Figure 1. Placed cells, one color a class.
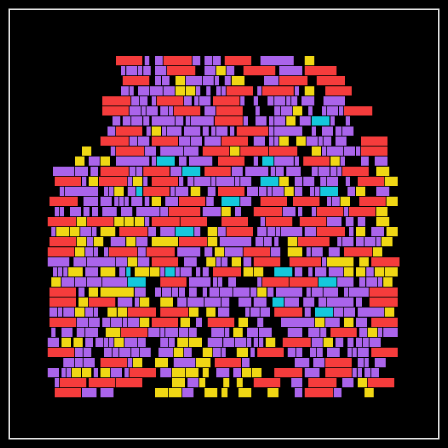
Figure 2. Cell density map.
Scale bar: 20 um. 12 x 12 tiles, from black (low) to pale yellow (high), 0 to 100% covered.
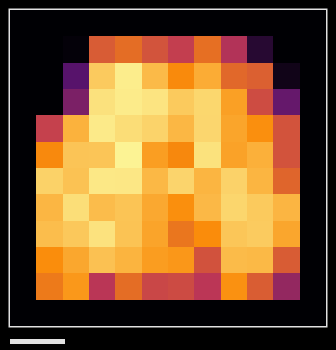
Figure 3. Wires at chosen ports, followed through buffers.
Scale bar: 20 um.
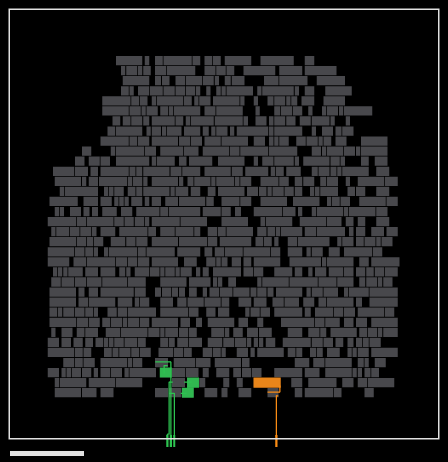
Figure 4. PDN straps and rails.
Scale bar: 20 um. Pins as bars on the die edge.
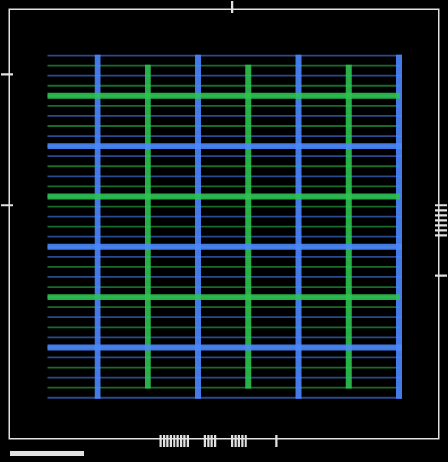
<file path="config.mk">
export PLATFORM = sky130hd
export DESIGN_NAME = counter_sequencer
export DESIGN_NICKNAME = d
export VERILOG_FILES = /design/src/rtl/counter_pkg.sv /design/src/rtl/key_debounce.sv /design/src/rtl/counter_sequencer.sv
export SDC_FILE = /design/constraint.sdc
export NUM_CORES = 1
export LEC_CHECK = 0
export CAP_MARGIN = 20
export CORE_MARGIN = 10
export CORE_UTILIZATION = 53
export CTS_CLUSTER_DIAMETER = 30
export DETAILED_ROUTE_END_ITERATION = 10
export PLACE_DENSITY = 0.76
export SETUP_SLACK_MARGIN = 0.2
export SKIP_LAST_GASP = 1
export SLEW_MARGIN = 10
export SYNTH_ARGS = -nofsm -noshare
export SYNTH_HDL_FRONTEND = slang
export SYNTH_SLANG_ARGS = --single-unit
</file>
<file path="constraint.sdc">
create_clock -name CLOCK_50 -period 1.74 [get_ports CLOCK_50]
set_input_delay 0.348 -clock CLOCK_50 [delete_from_list [all_inputs] [get_ports CLOCK_50]]
set_output_delay 0.348 -clock CLOCK_50 [all_outputs]
set_load 0.02 [all_outputs]
</file>
<file path="src/rtl/counter_pkg.sv">
// Shared types and defaults for the counter sequencer.
package counter_pkg;

    typedef enum logic [1:0] {
        IDLE  = 2'b00,
        RUN   = 2'b01,
        PAUSE = 2'b10,
        DONE  = 2'b11
    } state_t;

    localparam int DIV_DEFAULT = 50000000;
    localparam int DEB_DEFAULT = 500000;

endpackage

</file>
<file path="src/rtl/key_debounce.sv">
// Push-button conditioner: 2-flop synchroniser, stability debouncer and
// a single-cycle press pulse on each debounced falling edge.
module key_debounce
    import counter_pkg::*;
#(
    parameter int DEB = DEB_DEFAULT
) (
    input  logic clk,
    input  logic reset,
    input  logic key_n,
    output logic press
);

    localparam int CW = (DEB > 1) ? $clog2(DEB) : 1;

    logic          s1;
    logic          s2;
    logic          lvl;
    logic [CW-1:0] cnt;

    always_ff @(posedge clk) begin
        if (!reset) begin
            s1    <= 1'b1;
            s2    <= 1'b1;
            lvl   <= 1'b1;
            cnt   <= '0;
            press <= 1'b0;
        end else begin
            s1    <= key_n;
            s2    <= s1;
            press <= 1'b0;
            // lvl flips only after DEB consecutive samples disagree with it
            if (s2 != lvl) begin
                if (cnt == CW'(DEB - 1)) begin
                    lvl   <= s2;
                    cnt   <= '0;
                    press <= ~s2;
                end else begin
                    cnt <= cnt + 1'b1;
                end
            end else begin
                cnt <= '0;
            end
        end
    end

endmodule

</file>
<file path="src/rtl/counter_sequencer.sv">
// Key-driven sequencer issuing load/step strobes to an external counter,
// with a free-running RUN mode, auto-stop compare and a saturating step tally.
module counter_sequencer
    import counter_pkg::*;
#(
    parameter int DIV = DIV_DEFAULT,
    parameter int DEB = DEB_DEFAULT
) (
    input  logic       CLOCK_50,
    input  logic       reset,
    input  logic       key_step_n,
    input  logic       key_load_n,
    input  logic       key_run_n,
    input  logic [2:0] load_val,
    input  logic       stop_en,
    input  logic [2:0] stop_val,
    input  logic [2:0] cnt_q,
    output logic       cnt_load,
    output logic [2:0] load_data,
    output logic       cnt_step,
    output logic [1:0] state,
    output logic [7:0] steps
);

    localparam int PW = $clog2(DIV);

    state_t        cur;
    state_t        nxt;
    logic          ev_step;
    logic          ev_load;
    logic          ev_run;
    logic [PW-1:0] pre;
    logic          tick;
    logic          stop_hit;
    logic          load_nxt;
    logic          step_nxt;

    key_debounce #(.DEB(DEB)) u_step (
        .clk   (CLOCK_50),
        .reset (reset),
        .key_n (key_step_n),
        .press (ev_step)
    );

    key_debounce #(.DEB(DEB)) u_load (
        .clk   (CLOCK_50),
        .reset (reset),
        .key_n (key_load_n),
        .press (ev_load)
    );

    key_debounce #(.DEB(DEB)) u_run (
        .clk   (CLOCK_50),
        .reset (reset),
        .key_n (key_run_n),
        .press (ev_run)
    );

    assign tick     = (cur == RUN) && (pre == PW'(DIV - 1));
    assign stop_hit = stop_en && (cnt_q == stop_val);

    always_ff @(posedge CLOCK_50) begin
        if (!reset) cur <= IDLE;
        else        cur <= nxt;
    end

    always_comb begin
        nxt = cur;
        if (ev_load) begin
            nxt = IDLE;
        end else if (ev_run) begin
            unique case (cur)
                IDLE:    nxt = RUN;
                RUN:     nxt = PAUSE;
                PAUSE:   nxt = RUN;
                default: nxt = cur;
            endcase
        end else if (tick && stop_hit) begin
            nxt = DONE;
        end
    end

    // Priority: load > run > tick/step; a losing event is simply dropped.
    always_comb begin
        load_nxt = ev_load;
        step_nxt = 1'b0;
        if (!ev_load && !ev_run) begin
            if (tick)
                step_nxt = ~stop_hit;
            else if (ev_step && (cur == IDLE || cur == PAUSE))
                step_nxt = 1'b1;
        end
    end

    always_ff @(posedge CLOCK_50) begin
        if (!reset) begin
            pre       <= '0;
            cnt_load  <= 1'b0;
            cnt_step  <= 1'b0;
            load_data <= '0;
            steps     <= '0;
        end else begin
            pre      <= (cur == RUN && !tick) ? pre + 1'b1 : '0;
            cnt_load <= load_nxt;
            cnt_step <= step_nxt;
            if (ev_load)
                load_data <= load_val;
            if (ev_load)
                steps <= '0;
            else if (step_nxt && steps != 8'hFF)
                steps <= steps + 1'b1;
        end
    end

    assign state = cur;

endmodule

</file>
==> metrics.yaml <==
layout:
  n_fill_cell: 555
  final_cell_area_um2: 6773
  n_all_buffers: 124
  logic_gate_count: 413
  final_nets: 689
  n_antenna_cell: 0
  largest_register_ffs: 26
  regArea_um2: 2272
  comb_share_pct: 45.82
logic_synthesis:
  ys_sh_xor_pct: 14.26
  top_area_share_pct: 45.40
  yosysTopAreaCell: "dfxtp_1"
  ys_seq_share_pct: 45.40
  synthTopCellsByCount: "110 x dfxtp_1, 100 x nor2_1, 44 x xor2_1"
  async_flop_share_pct: 0
  ys_cells: 541
  simple_gate_share_pct: 30.28
final_timing:
  tightest_slew_ps: 814.7
  finalSetupViolCount: 5
  max_freq_mhz: 557.1
  finalCritPeriodShare_pct: 103.2
  layout_setup_ws_ps: -55.03
  hold_viol_final: 0
  rsz0062_at_grt: "true"
run_status:
  status: "complete, but fails checks"
  violations: "negative setup slack"
setup_path:
  timing.rr.start: "u_run.press"
  worstPathMaxFanout: 9
  crit_path_start_kind: "register"
  r2r_setup_slack_ps: -60
  timing.rr.end: "steps[5]"
  slowest_stage: "or4b_4"
  path_cells: "or4b_4 -> a41oi_2 -> and3_4 -> nor3_2 -> a311o_1"
hold_path:
  min_path_type: "register to register"
  hp-start: "u_step.s1"
power_and_ir_drop:
  p_comb_mw: 0.129
  cellLeakagePower_nw: 2.471
  seqPwrFrac_pct: 61.0
  powerDensity_nw_per_um2: 610.1
place:
  dp_hpwl_mm: 7.259
  dpl.cell_count: 723
grt:
  grtUsageTotal_pct: 17.16
clock_tree:
  cts_tree: "yes"
  cts_root_buffer: "clkbuf_8"
  cts_buffers: 9
  cts-resized-gates: 55
routing:
  top_layer: "met4"
  drtIter0Drc: 352
  drt-wirelength-per-cell_um: 16.78
  drc: 0
Notes on Figure 1 above:
Cyan shows clock drivers and dummy loads, cells 16. Purple shows combinational and other logic, cells 424. Yellow shows remaining buffers and delay cells, cells 124. Red shows sequential cells, cells 110.
utilization after layout: 76.91%
row count: 34

Notes on Figure 2 above:
The densest ninth of the die: middle. 44% of the tiles are over 75% full. The emptiest ninth of the die: top left. The mean over all tiles is 50%.
Starting Density: 55.09%
core area: 8806 um2

Notes on Figure 3 above:
Orange shows cnt_step, direction output, end cells 1, buffers 1, wire 16.4 um. Green shows stop_val, direction input, end cells 3, buffers 3, wire 59.8 um.
Ports: 30
port buffer count: 29

Notes on Figure 4 above:
Green shows VDD. Blue shows VSS.
The core has 34 rows. 35 met1 rails follow the rows. 30 signal pins sit on the boundary. 6 straps on met5.
Die Span X: 115.7 um
Worst IR Drop VDD: 0.4672 mV
Die Ht: 115.7 um

layout by cell type (no fill, tap or decap), types with 4 or more instances in the layout:
master,n
a21oi_1,4
and4_1,4
nor2b_1,4
nor3_1,7
nor2_2,18
clkdlybuf4s50_1,14
nand3_1,30
buf_6,6
nor4_2,6
inv_1,10
nor4_1,4
buf_4,86
nor2_1,75
xnor2_1,35
dfxtp_1,68
nor3_2,4
dlygate4sd2_1,7
xor2_1,43
clkbuf_8,11
dfxtp_4,7
nand4_1,23
nand2b_1,9
nor2_4,7
nand3_2,6
mux2i_1,9
nand2_1,38
o211ai_1,4
ha_4,4
nand3_4,8
dfxtp_2,35
clkbuf_2,5
and3_1,10
Power figures rest on the tool's default switching activity, not on a simulated workload.
